### src/rtl/dmem_arbiter.sv
// Two-requester arbiter for the single-port data BRAM: CPU has default priority,
// DMA is protected from starvation by a saturating wait counter and a burst lock.
module dmem_arbiter #(
    parameter int unsigned ADDR_W     = 32,
    parameter int unsigned DATA_W     = 32,
    parameter int unsigned STARVE_MAX = 4
) (
    input  logic              clk,
    input  logic              rst,
    input  logic              cpu_req,
    input  logic              cpu_we,
    input  logic [ADDR_W-1:0] cpu_addr,
    input  logic [DATA_W-1:0] cpu_wdata,
    output logic              cpu_gnt,
    output logic              cpu_rvalid,
    output logic [DATA_W-1:0] cpu_rdata,
    input  logic              dma_req,
    input  logic              dma_we,
    input  logic [ADDR_W-1:0] dma_addr,
    input  logic [DATA_W-1:0] dma_wdata,
    input  logic              dma_lock,
    output logic              dma_gnt,
    output logic              dma_rvalid,
    output logic [DATA_W-1:0] dma_rdata,
    output logic              mem_we,
    output logic [ADDR_W-1:0] mem_addr,
    output logic [DATA_W-1:0] mem_wdata,
    input  logic [DATA_W-1:0] mem_rdata,
    output logic              owner
);

    localparam int unsigned CNT_W = 8;
    localparam logic [CNT_W-1:0] STARVE_LIM = CNT_W'(STARVE_MAX);

    logic [CNT_W-1:0] r_starve_cnt;
    logic             r_locked;
    logic             r_cpu_rvalid;
    logic             r_dma_rvalid;
    logic             w_dma_win;

    // DMA wins when locked, when alone, or when it has waited long enough.
    always_comb begin
        w_dma_win = 1'b0;
        if (dma_req && (r_locked || !cpu_req || (r_starve_cnt == STARVE_LIM))) begin
            w_dma_win = 1'b1;
        end
    end

    assign dma_gnt = !rst && w_dma_win;
    assign cpu_gnt = !rst && cpu_req && !w_dma_win;
    assign owner   = dma_gnt;

    always_comb begin
        mem_addr  = cpu_addr;
        mem_wdata = cpu_wdata;
        mem_we    = 1'b0;
        if (dma_gnt) begin
            mem_addr  = dma_addr;
            mem_wdata = dma_wdata;
            mem_we    = dma_we;
        end else if (cpu_gnt) begin
            mem_we    = cpu_we;
        end
    end

    // Read data is shared; the per-port rvalid is the only qualifier.
    assign cpu_rdata  = mem_rdata;
    assign dma_rdata  = mem_rdata;
    assign cpu_rvalid = r_cpu_rvalid;
    assign dma_rvalid = r_dma_rvalid;

    always_ff @(posedge clk or posedge rst) begin
        if (rst) begin
            r_starve_cnt <= '0;
            r_locked     <= 1'b0;
            r_cpu_rvalid <= 1'b0;
            r_dma_rvalid <= 1'b0;
        end else begin
            r_cpu_rvalid <= cpu_gnt && !cpu_we;
            r_dma_rvalid <= dma_gnt && !dma_we;
            r_locked     <= dma_gnt && dma_lock;
            if (!dma_req || dma_gnt) begin
                r_starve_cnt <= '0;
            end else if (r_starve_cnt < STARVE_LIM) begin
                r_starve_cnt <= r_starve_cnt + CNT_W'(1);
            end
        end
    end

endmodule

### config.mk
export PLATFORM = sky130hd
export DESIGN_NAME = dmem_arbiter
export DESIGN_NICKNAME = d
export VERILOG_FILES = /design/src/rtl/dmem_arbiter.sv
export SDC_FILE = /design/constraint.sdc
export NUM_CORES = 1
export LEC_CHECK = 0
export CORE_AREA = 3 3 117 119
export DETAILED_ROUTE_END_ITERATION = 12
export DIE_AREA = 0 0 120 122
export MAX_ROUTING_LAYER = met4
export SLEW_MARGIN = 40
export SYNTH_ARGS = -nofsm -noshare
export SYNTH_HDL_FRONTEND = slang
export SYNTH_SLANG_ARGS = --single-unit
### constraint.sdc
create_clock -name clk -period 2.75 [get_ports clk]
set_input_delay 0.4125 -clock clk [delete_from_list [all_inputs] [get_ports clk]]
set_output_delay 0.4125 -clock clk [all_outputs]
set_load 0.01 [all_outputs]
==> changes_impl.md, run 1 <==
### Changed

* Seq/Total Area, Yosys at between 10% and 20%
* Sequential cell area share at between 7 and 8%
* Bufs w/o clock at approximately 220
* Critical R2R Capture: r_locked
* Critical path required time at 2.34 ns
* Most common cell in the netlist: buf_4
* R2r setup slk at ~0.8 ns
* Failing checks: setup timing
* M1 WL at between 3 and 4 mm
* Max-slew violations at 0
* Gr ovfl total at 0
* Cells after synthesis at approximately 180
* Worst VDD drop at ~220 uV
* Synth cell types at 24
* Crit. End Element: primary output
* Layout cells sized above 1 at between 20% and 30%
* Min-Delay Endpoint: r_starve_cnt[7]
* GRT met3 Usage at 6.22%
* Top cell category: non-clock buffers
* Critical Path Start: r_starve_cnt[7]
* Slowest library cell on the worst path: or3_4
* Layout clock area frac at 2.09%
* Least-Margin Pin Slew at 0.564 ns
* Main flop type: dfrtp_1
* Power, Total at 957 uW
* Sequential cell area at approximately 280 sq um
* Clock transition at path regs at roughly 0.040 ns
* WHS at about 0.49 ns
* First-pass GRT wire length at 10.8 mm
* Non-clk buf share at between 50% and 60%
* Cell Pwr Density at ~250 mW/mm^2
* Startpoint types: flop
* Hold Path Class: flop to flop
* Post-synth EDFFs at 0
* CTS Root Cell: clkbuf_16
* Post-synth design cell area at around 0.0019 sq mm
* H-tree Lvls at 1
* Number of hold buffers added after CTS at 0
* Cell area after placement at between 0.003 and 0.004 sq mm
* Pre-CTS WS at -0.152 ns
* RSZ-0062 raised after global routing: true
* Worst path cell trace: or3_4 > o41ai_4 > nand3_4 > buf_6 > clkbuf_16 > mux2_4 > dlygate4sd2_1
* Cell type with the largest total area: mux2_4
* # IOs at between 300 and 400
* Core area at 0.0127 sq mm
* CP max stage delay at a little over 0.4 ns
* HPWL Detailed at approximately 7.0 mm
* Flop count at 11
* Number of clock buffers in the layout at 4
* Comb gates at slightly above 90
* Worst reg2reg path startpoint: r_starve_cnt[7]
* Met2 wire len at around 3.6 mm
* Final Setup Violations at around 50
* Met3 WL post-DR at around 1.3 mm
* Vias in the first global route at approximately 2,000
* Tapcell Cnt at around 170
* Crit-path max FO at 12
* Synth warn at 0
* Total CTS buffers at 3
* Largest net degree at the start of global routing at 33
* NumNets Final at 497
* Synth Area per Inst at 10.7 sq um
* Post-synthesis cell count from yosys at between 150 and 200
* Asr flop ratio synth at 100%
* Top cells, area: mux2_4 30%, buf_4 25%, mux2_2 15%
* Vias per cell at ~3.7
* Inverter count at 4
* Detailed Routing Iterations Pass 1 at 4
* Die H at between 100 and 150 um
* Buf/Inv on CP at 3
* OpenROAD warnings at 29
* Outcome: finished with violations
* Routed Antenna Nets at 0
* CTS sink cnt at 11
* DRC viols at 0
* YS chip area at between 0.0015 and 0.002 sq mm
* Final instance area at roughly 0.0038 sq mm
* Via Count at about 1,800
* CP endpoint: mem_addr[15]
* Final tally of hold violations at 0
* Cts repair resizes at approximately 61
* Drt initial violations at 20
* Hold Crit Depth at 1
* Fp util at ~15%
* Final WS setup at -0.0768 ns
* Area leader share at around 30%
* Synthesis-stage register bit count at 11
* X dimension of the die at about 120 um
## run 1: cells by family after synthesis
logic type / count (synthesis) / synth area share, %
multiplexers: 65 / 45.4
adder cells (fa/ha/maj): 2 / 1.30
XOR/XNOR: 1 / 0.455
flip-flops: 11 / 14.3
AND/OR/NAND/NOR: 19 / 5.66
buffers and inverters: 76 / 29.6
AND-OR/OR-AND: 6 / 3.32
## run 1: flip-flops by register name (all words and copies together) (netlist names)
register / cells
r_starve_cnt: 8
cpu_rvalid: 1
dma_rvalid: 1
r_locked: 1
## run 1: report_power, final
group	switching, uW	internal [uW]	leakage [uW]
clock	64.6	194	0.0000382
sequential	3.22	167	0.000151
combinational	171	356	0.00160
Fig. 1: run 1, clock network drawn from the DEF
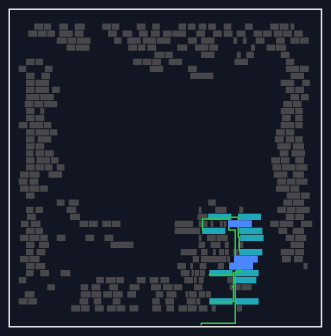
[clock wires] green | length: 147 um
[clock-net drivers] blue | count: 3
[flip-flops] cyan | count: 11
routed clock nets	4
Insertion Delay late pin: 0.23 ns
clk_skew: 0.000333 ns
Clk pwr share: 27.0%
P_clk: 259 uW

Fig. 2: run 1, logic cells by family
The bar under the picture is 20 um long.
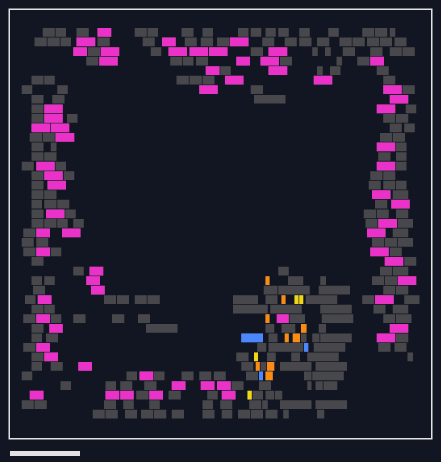
family	color	cells
nor cells	orange	9
mux cells	magenta	65
inv cells	yellow	4
nand cells	blue	3
Comb area share: 28.8%
Finished Layout Cells: 499
most numerous logic cell after layout: clkdlybuf4s50_1

Fig. 3: run 1, routing congestion map
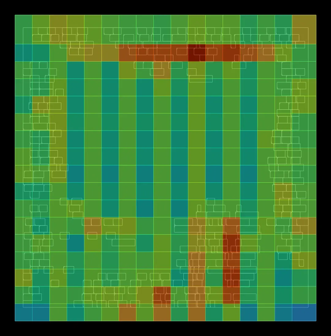
fin util: 29.8%
wire per inst: 16.5 um
total track usage: 9.81%
Top Usage Layer GRT: met2

==> run 1 -> run 2 <==
--- a/config.mk
+++ b/config.mk
@@ -5,9 +5,9 @@
 export SDC_FILE = /design/constraint.sdc
 export NUM_CORES = 1
 export LEC_CHECK = 0
-export CORE_AREA = 3 3 117 119
+export CORE_AREA = 3 3 116 118
 export DETAILED_ROUTE_END_ITERATION = 12
-export DIE_AREA = 0 0 120 122
+export DIE_AREA = 0 0 119 121
 export MAX_ROUTING_LAYER = met4
 export SLEW_MARGIN = 40
 export SYNTH_ARGS = -nofsm -noshare
==> constraint.sdc (replaced) <==
create_clock -name clk -period 3.65 [get_ports clk]
set_input_delay 0.5475 -clock clk [delete_from_list [all_inputs] [get_ports clk]]
set_output_delay 0.5475 -clock clk [all_outputs]
set_load 0.01 [all_outputs]
Fig. 4: run 2, routing congestion map
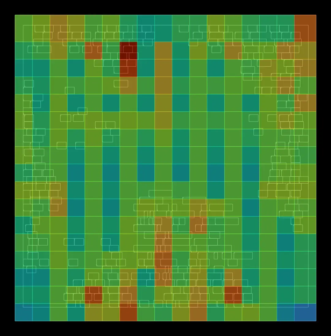
M1 GR Usage: 11.9%
fin util: 29.9%

Fig. 5: run 2, cell sizes after repair
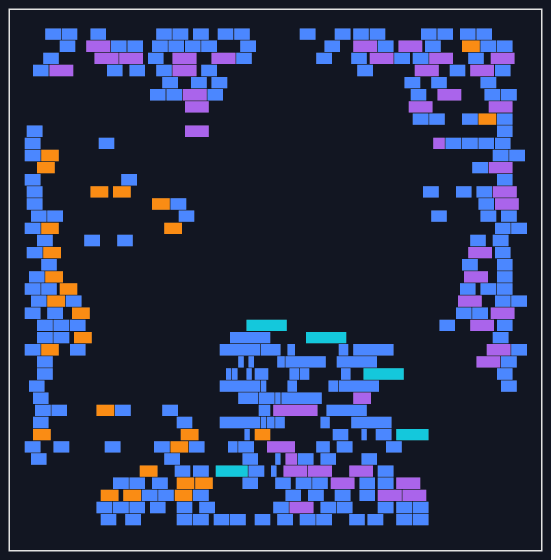
size	color	cells	share
x3 and x4	purple	43	13%
x2	orange	27	8.5%
x1 and smaller	blue	244	76%
x6 and larger	cyan	5	1.6%
Final WS setup: 0.302 ns
Area growth, synth to finish: 95.3%
final instance area: 0.00376 sq mm
bufs w/o clock: 207

==> run 2 against run 1 <==
The run now ends clean. Flip-flop count unchanged. Sequential power decreased by 25%. Die area shrank 1.6%. Synthesized cell count unchanged. Global-route usage increased by 0.43 points. Hold slack hardly changed. Critical path type unchanged. Largest power group unchanged.
==> changes_impl.md, run 2 <==
### Changed

* P_clk at 199 uW (-23%)
* Total CTS buffers at 3 (unchanged)
* Cts repair resizes at 0 (-100%)
* Seq. pwr at 128 uW (-25%)
* Detailed Routing Iterations Pass 1 at 2 (-2)
* Synth Area per Inst at 10.7 sq um (unchanged)
* R2r setup slk at 1.77 ns (+0.99 ns)
* Clk pwr share at 26.6% (-0.4 points)
* Clk_skew at 0.000447 ns (+0.000114 ns)
* Number of hold buffers added after CTS at 0 (unchanged)
* MUX share of area at 45.4% (unchanged)
* HPWL Detailed at 6.80 mm (-2.4%)
* Critical R2R Capture: dma_rvalid
* Finished Layout Cells at 491 (-1.6%)
* Total track usage at 10.2% (+0.43 points)
* Complex Gates by Area at 3.32% (unchanged)
* Clock transition at path regs at 0.04 ns (about the same)
* Hold Path Class: flop to flop
* OpenROAD warnings at 27 (-6.9%)
* Drt initial violations at 34 (+70%)
* Buf/Inv on CP at 2 (-1)
* Largest net degree at the start of global routing at 35 (+6.1%)
* Slowest library cell on the worst path: clkdlybuf4s50_1
* Met3 WL post-DR at 792 um (-41%)
* Worst VDD drop at 116 uV (-48%)
* CP max stage delay at 0.49 ns (+0.08 ns)
* Asr flop ratio synth at 100% (unchanged)
* Synth warn at 0 (unchanged)
* Worst path cell trace: or3_4 > o41ai_4 > nand3_4 > buf_12 > mux2_4 > clkdlybuf4s50_1
* Inverter count at 4 (unchanged)
* Gr ovfl total at 0 (unchanged)
* NumNets Final at 489 (-1.6%)
* Post-synth EDFFs at 0 (unchanged)
* Pre-CTS WS at 0.314 ns (+0.466 ns)
* Synth cell types at 24 (unchanged)
* Synthesis-stage register bit count at 11 (unchanged)
* Sw Share at 23.7% (-1.3 points)
* Seq/Total Area, Yosys at 14.3% (unchanged)
* Main logic family: multiplexers
* Max-slew violations at 0 (unchanged)
* Outcome: complete, no violations
* Insertion Delay late pin at 0.24 ns (about the same)
* Vias per cell at 3.57 (-3.3%)
* Number of clock buffers in the layout at 4 (unchanged)
* Die H at 121 um (-0.82%)
* Comb gates at 93 (unchanged)
* Sequential cell area at 275 sq um (unchanged)
* Post-synthesis cell count from yosys at 180 (unchanged)
* Top cells, area: mux2_4 30%, buf_4 25%, mux2_2 15%
* Critical Path Start: r_starve_cnt[3]
* Power, Total at 746 uW (-22%)
* Adders+Majority by Area at 1.30% (unchanged)
* DRC viols at 0 (unchanged)
* Xor+xnor area frac at 0.455% (unchanged)
* Crit. End Element: primary output
* YS chip area at 0.00192 sq mm (unchanged)
* Crit-path max FO at 34 (+22)
* Final Setup Violations at 0 (-100%)
* Critical path required time at 3.10 ns (+0.76 ns)
* Top cell category: non-clock buffers
* Least-Margin Pin Slew at 0.519 ns (-0.0447 ns)
* Sequential cell area share at 7.32% (+0.041 points)
* Synth Area in Simple Gates at 5.66% (unchanged)
* Layout clock area frac at 2.10% (+0.012 points)
* Top Usage Layer GRT: met2
* Critical Path AT at 2.80 ns
* Cells after synthesis at 180 (unchanged)
* P_int at 569 uW (-21%)
* First-pass GRT wire length at 11.1 mm (+3.0%)
* Routed Antenna Nets at 0 (unchanged)
* Most numerous logic cell after layout: clkdlybuf4s50_1
* Fp util at 15.3% (+0.12 points)
* Vias in the first global route at 1,940 (-0.72%)
* Switching power total at 177 uW (-26%)
* RSZ-0062 raised after global routing: false
* Biggest register: r_starve_cnt
* # IOs at 301 (unchanged)
* Flop count at 11 (unchanged)
* Worst reg2reg path startpoint: r_starve_cnt[3]
* Wire per inst at 15.7 um (-4.7%)
* Post-synth design cell area at 0.00192 sq mm (unchanged)
* Area leader share at 29.6% (unchanged)
* Tapcell Cnt at 172 (unchanged)
* H-tree Lvls at 1 (unchanged)
* M1 WL at 3.01 mm (-7.2%)
* Main flop type: dfrtp_1
* Hold Crit Depth at 1 (unchanged)
* Flop pwr share at 17.2% (-0.6 points)
* Tcrit/Tclk final at 91.7%
Fig. 6: run 2, signal wires on met3
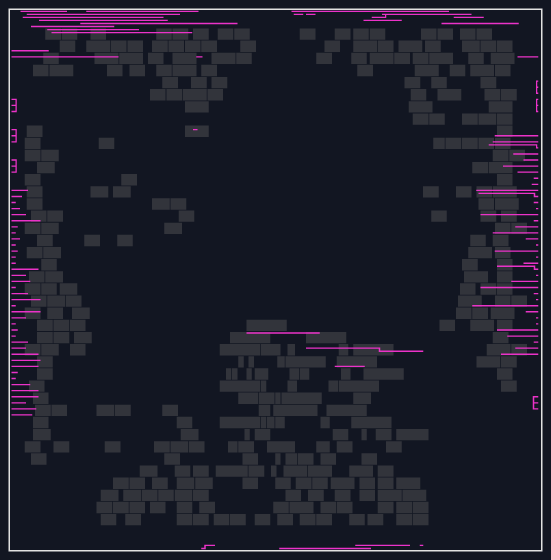
wire length on this layer	793 um
nets with wire on the layer	104
longest straight run	35.0 um
main direction	horizontal
Via Count: 1,751
Post-Route WL: 7.72 mm
GRT met3 Usage: 4.52%

[run 2: logic make-up (layout without fill, tap and decap cells)]
group / after synthesis / in the layout
buffers and inverters: 76 / 215
xor gates and xnor gates: 1 / 1
AOI/OAI and AO/OA: 6 / 6
muxes: 65 / 65
DFF: 11 / 11
and+or+nand+nor: 19 / 19
adders and majority gates: 2 / 2
[run 2: per-stage QoR]
stage	area [sq um]	hold slack, ns
after CTS	3760	0.490
after global placement	3680	0.471
after detailed placement	3680	0.473
after floorplan	1920	0.429
final	3760	0.488
after global routing	3760	0.513
[run 2: worst register-to-register path: stages (launching register included)]
cell	delay [ns]
dfrtp_1	0.37
or3_4	0.42
o41ai_4	0.41
nand3_4	0.27
buf_12	0.26
nor2_1	0.09
==> run 2 -> run 3 <==
--- a/config.mk
+++ b/config.mk
@@ -5,10 +5,14 @@
 export SDC_FILE = /design/constraint.sdc
 export NUM_CORES = 1
 export LEC_CHECK = 0
-export CORE_AREA = 3 3 116 118
+export CELL_PAD_IN_SITES_DETAIL_PLACEMENT = 1
+export CELL_PAD_IN_SITES_GLOBAL_PLACEMENT = 1
+export CORE_ASPECT_RATIO = 0.8
+export CORE_MARGIN = 3
+export CORE_UTILIZATION = 15
 export DETAILED_ROUTE_END_ITERATION = 12
-export DIE_AREA = 0 0 119 121
 export MAX_ROUTING_LAYER = met4
+export PLACE_DENSITY_LB_ADDON = 0.1
 export SLEW_MARGIN = 40
 export SYNTH_ARGS = -nofsm -noshare
 export SYNTH_HDL_FRONTEND = slang
Fig. 7: run 3, clock network drawn from the DEF
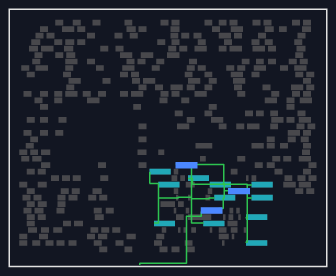
[clock wires] green | length: 228 um
[clock-net drivers] blue | count: 3
[flip-flops] cyan | count: 11
routed clock nets	4
P_clk: 200 uW
Insertion Delay late pin: 0.24 ns

Fig. 8: run 3, signal wires on met3
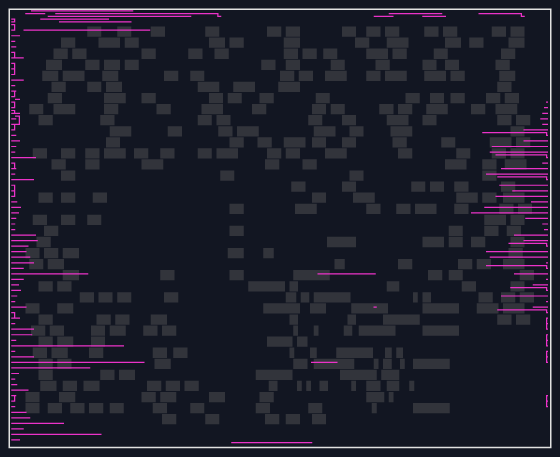
wire length on this layer	859 um
nets with wire on the layer	107
longest straight run	39.8 um
main direction	horizontal
share of all routed wire	9.9%
Via Count: 1,759
Post-Route WL: 8.68 mm

==> run 3 against run 2 <==
Cell area about the same. Via count up 0.46%. Die area fell by 1.2%. Final cell count unchanged. Non-clock buffer count grew 1. Setup slack improved by 0.12 ns. Area after synthesis did not move. Flip-flop count is the same. Clock skew rose by 0.0027 ns. Sequential share of layout area about the same. Combinational power hardly changed. Synthesized cell count did not move.
==> changes_impl.md, run 3 <==
### Changed

* Outcome: complete, no violations
* OpenROAD warnings at 27 (unchanged)
* First-pass GRT wire length at 11.8 mm (+6.1%)
* R2r setup slk at 1.86 ns (+0.09 ns)
* Detailed Routing Iterations Pass 1 at 3 (+1)
* Most numerous logic cell after layout: clkdlybuf4s50_1
* Biggest register: r_starve_cnt
* GRT met3 Usage at 4.49% (-0.036 points)
* Synthesis-stage register bit count at 11 (unchanged)
* YS chip area at 0.00192 sq mm (unchanged)
* CP max stage delay at 0.51 ns (+0.02 ns)
* Worst reg2reg path startpoint: r_starve_cnt[3]
* Switching power total at 179 uW (+1.0%)
* Sw Share at 23.9% (+0.20 points)
* Crit-path max FO at 13 (-62%)
* Vias per cell at 3.58 (+0.46%)
* Clk_skew at 0.00317 ns (+0.00272 ns)
* Main flop type: dfrtp_1
* Worst VDD drop at 113 uV (-2.3%)
* Xor+xnor area frac at 0.455% (unchanged)
* WHS at 0.492 ns (+0.00407 ns)
* Top cells, area: mux2_4 30%, buf_4 25%, mux2_2 15%
* # IOs at 301 (unchanged)
* Worst path cell trace: or3_4 > o41ai_4 > nand3_4 > buf_4 > mux2_4 > clkdlybuf4s50_1
* Max-slew violations at 0 (unchanged)
* Critical R2R Capture: dma_rvalid
* Drt initial violations at 30 (-12%)
* Cts repair resizes at 0 (unchanged)
* Clk pwr share at 26.7% (about the same)
* M1 WL at 3.06 mm (+1.6%)
* P_int at 569 uW (about the same)
* Final Setup Violations at 0 (unchanged)
* Fp util at 15.6% (+0.28 points)
* H-tree Lvls at 1 (unchanged)
* Top Usage Layer GRT: met2
* Routed Antenna Nets at 0 (unchanged)
* Synth Area per Inst at 10.7 sq um (unchanged)
* Main logic family: multiplexers
* Number of hold buffers added after CTS at 0 (unchanged)
* Adders+Majority by Area at 1.30% (unchanged)
* Met3 WL post-DR at 859 um (+8.5%)
* Buf/Inv on CP at 2 (unchanged)
* Total track usage at 11.3% (+1.1 points)
* Crit. End Element: primary output
* Synth warn at 0 (unchanged)
* RSZ-0062 raised after global routing: false
* Seq. pwr at 129 uW (about the same)
* Critical Path Start: r_starve_cnt[3]
* Least-Margin Pin Slew at 0.496 ns (-0.0228 ns)
* HPWL Detailed at 7.73 mm (+14%)
* Post-synth EDFFs at 0 (unchanged)
* Gr ovfl total at 0 (unchanged)
* Pre-CTS WS at 0.391 ns (+0.0775 ns)
* Wire per inst at 17.7 um (+13%)
* Synth Area in Simple Gates at 5.66% (unchanged)
* Cell area after placement at 0.00368 sq mm (-0.10%)
* Slowest library cell on the worst path: clkdlybuf4s50_1
* Critical path required time at 3.10 ns (about the same)
* Die H at 107 um (-11%)
Fig. 9: run 3, cell sizes after repair
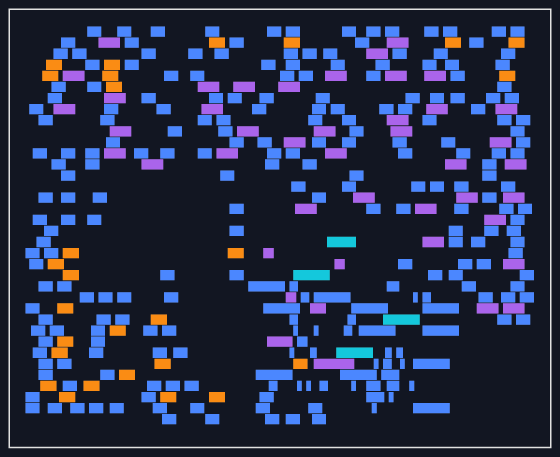
size	color	cells	share
x6 and larger	cyan	4	1.3%
x1 and smaller	blue	245	77%
x3 and x4	purple	44	14%
x2	orange	27	8.4%
Final WS setup: 0.422 ns
Area growth, synth to finish: 95.1%
bufs w/o clock: 208
final instance area: 0.00375 sq mm

[run 3: cell counts after synthesis]
No cell type changed its count.
[run 3: cell type report]
cell class | instances | area (sq um) | share of cell area (%)
Timing Repair Buffer | 208 | 2080 | 55.5
Tap cell | 171 | 214 | 5.70
Clock buffer | 4 | 78.8 | 2.10
Sequential cell | 11 | 275 | 7.33
Multi-Input combinational cell | 93 | 1090 | 29.0
Inverter | 4 | 15.0 | 0.400
[run 3: metrics by stage]
step                      util (%)  power, uW
after floorplan                  -        350
after global placement        29.8        555
after detailed placement      29.8        556
after CTS                     30.4        768
after global routing          30.4        791
final                         30.4        748
[run 3: worst register-to-register path: stages (launching register included)]
cell and delay, ns:
dfrtp_1 0.37, or3_4 0.42, o41ai_4 0.42, nand3_4 0.15
buf_4 0.24, nor2_1 0.12
No activity file was given, so power comes from the tool's default toggle rates.
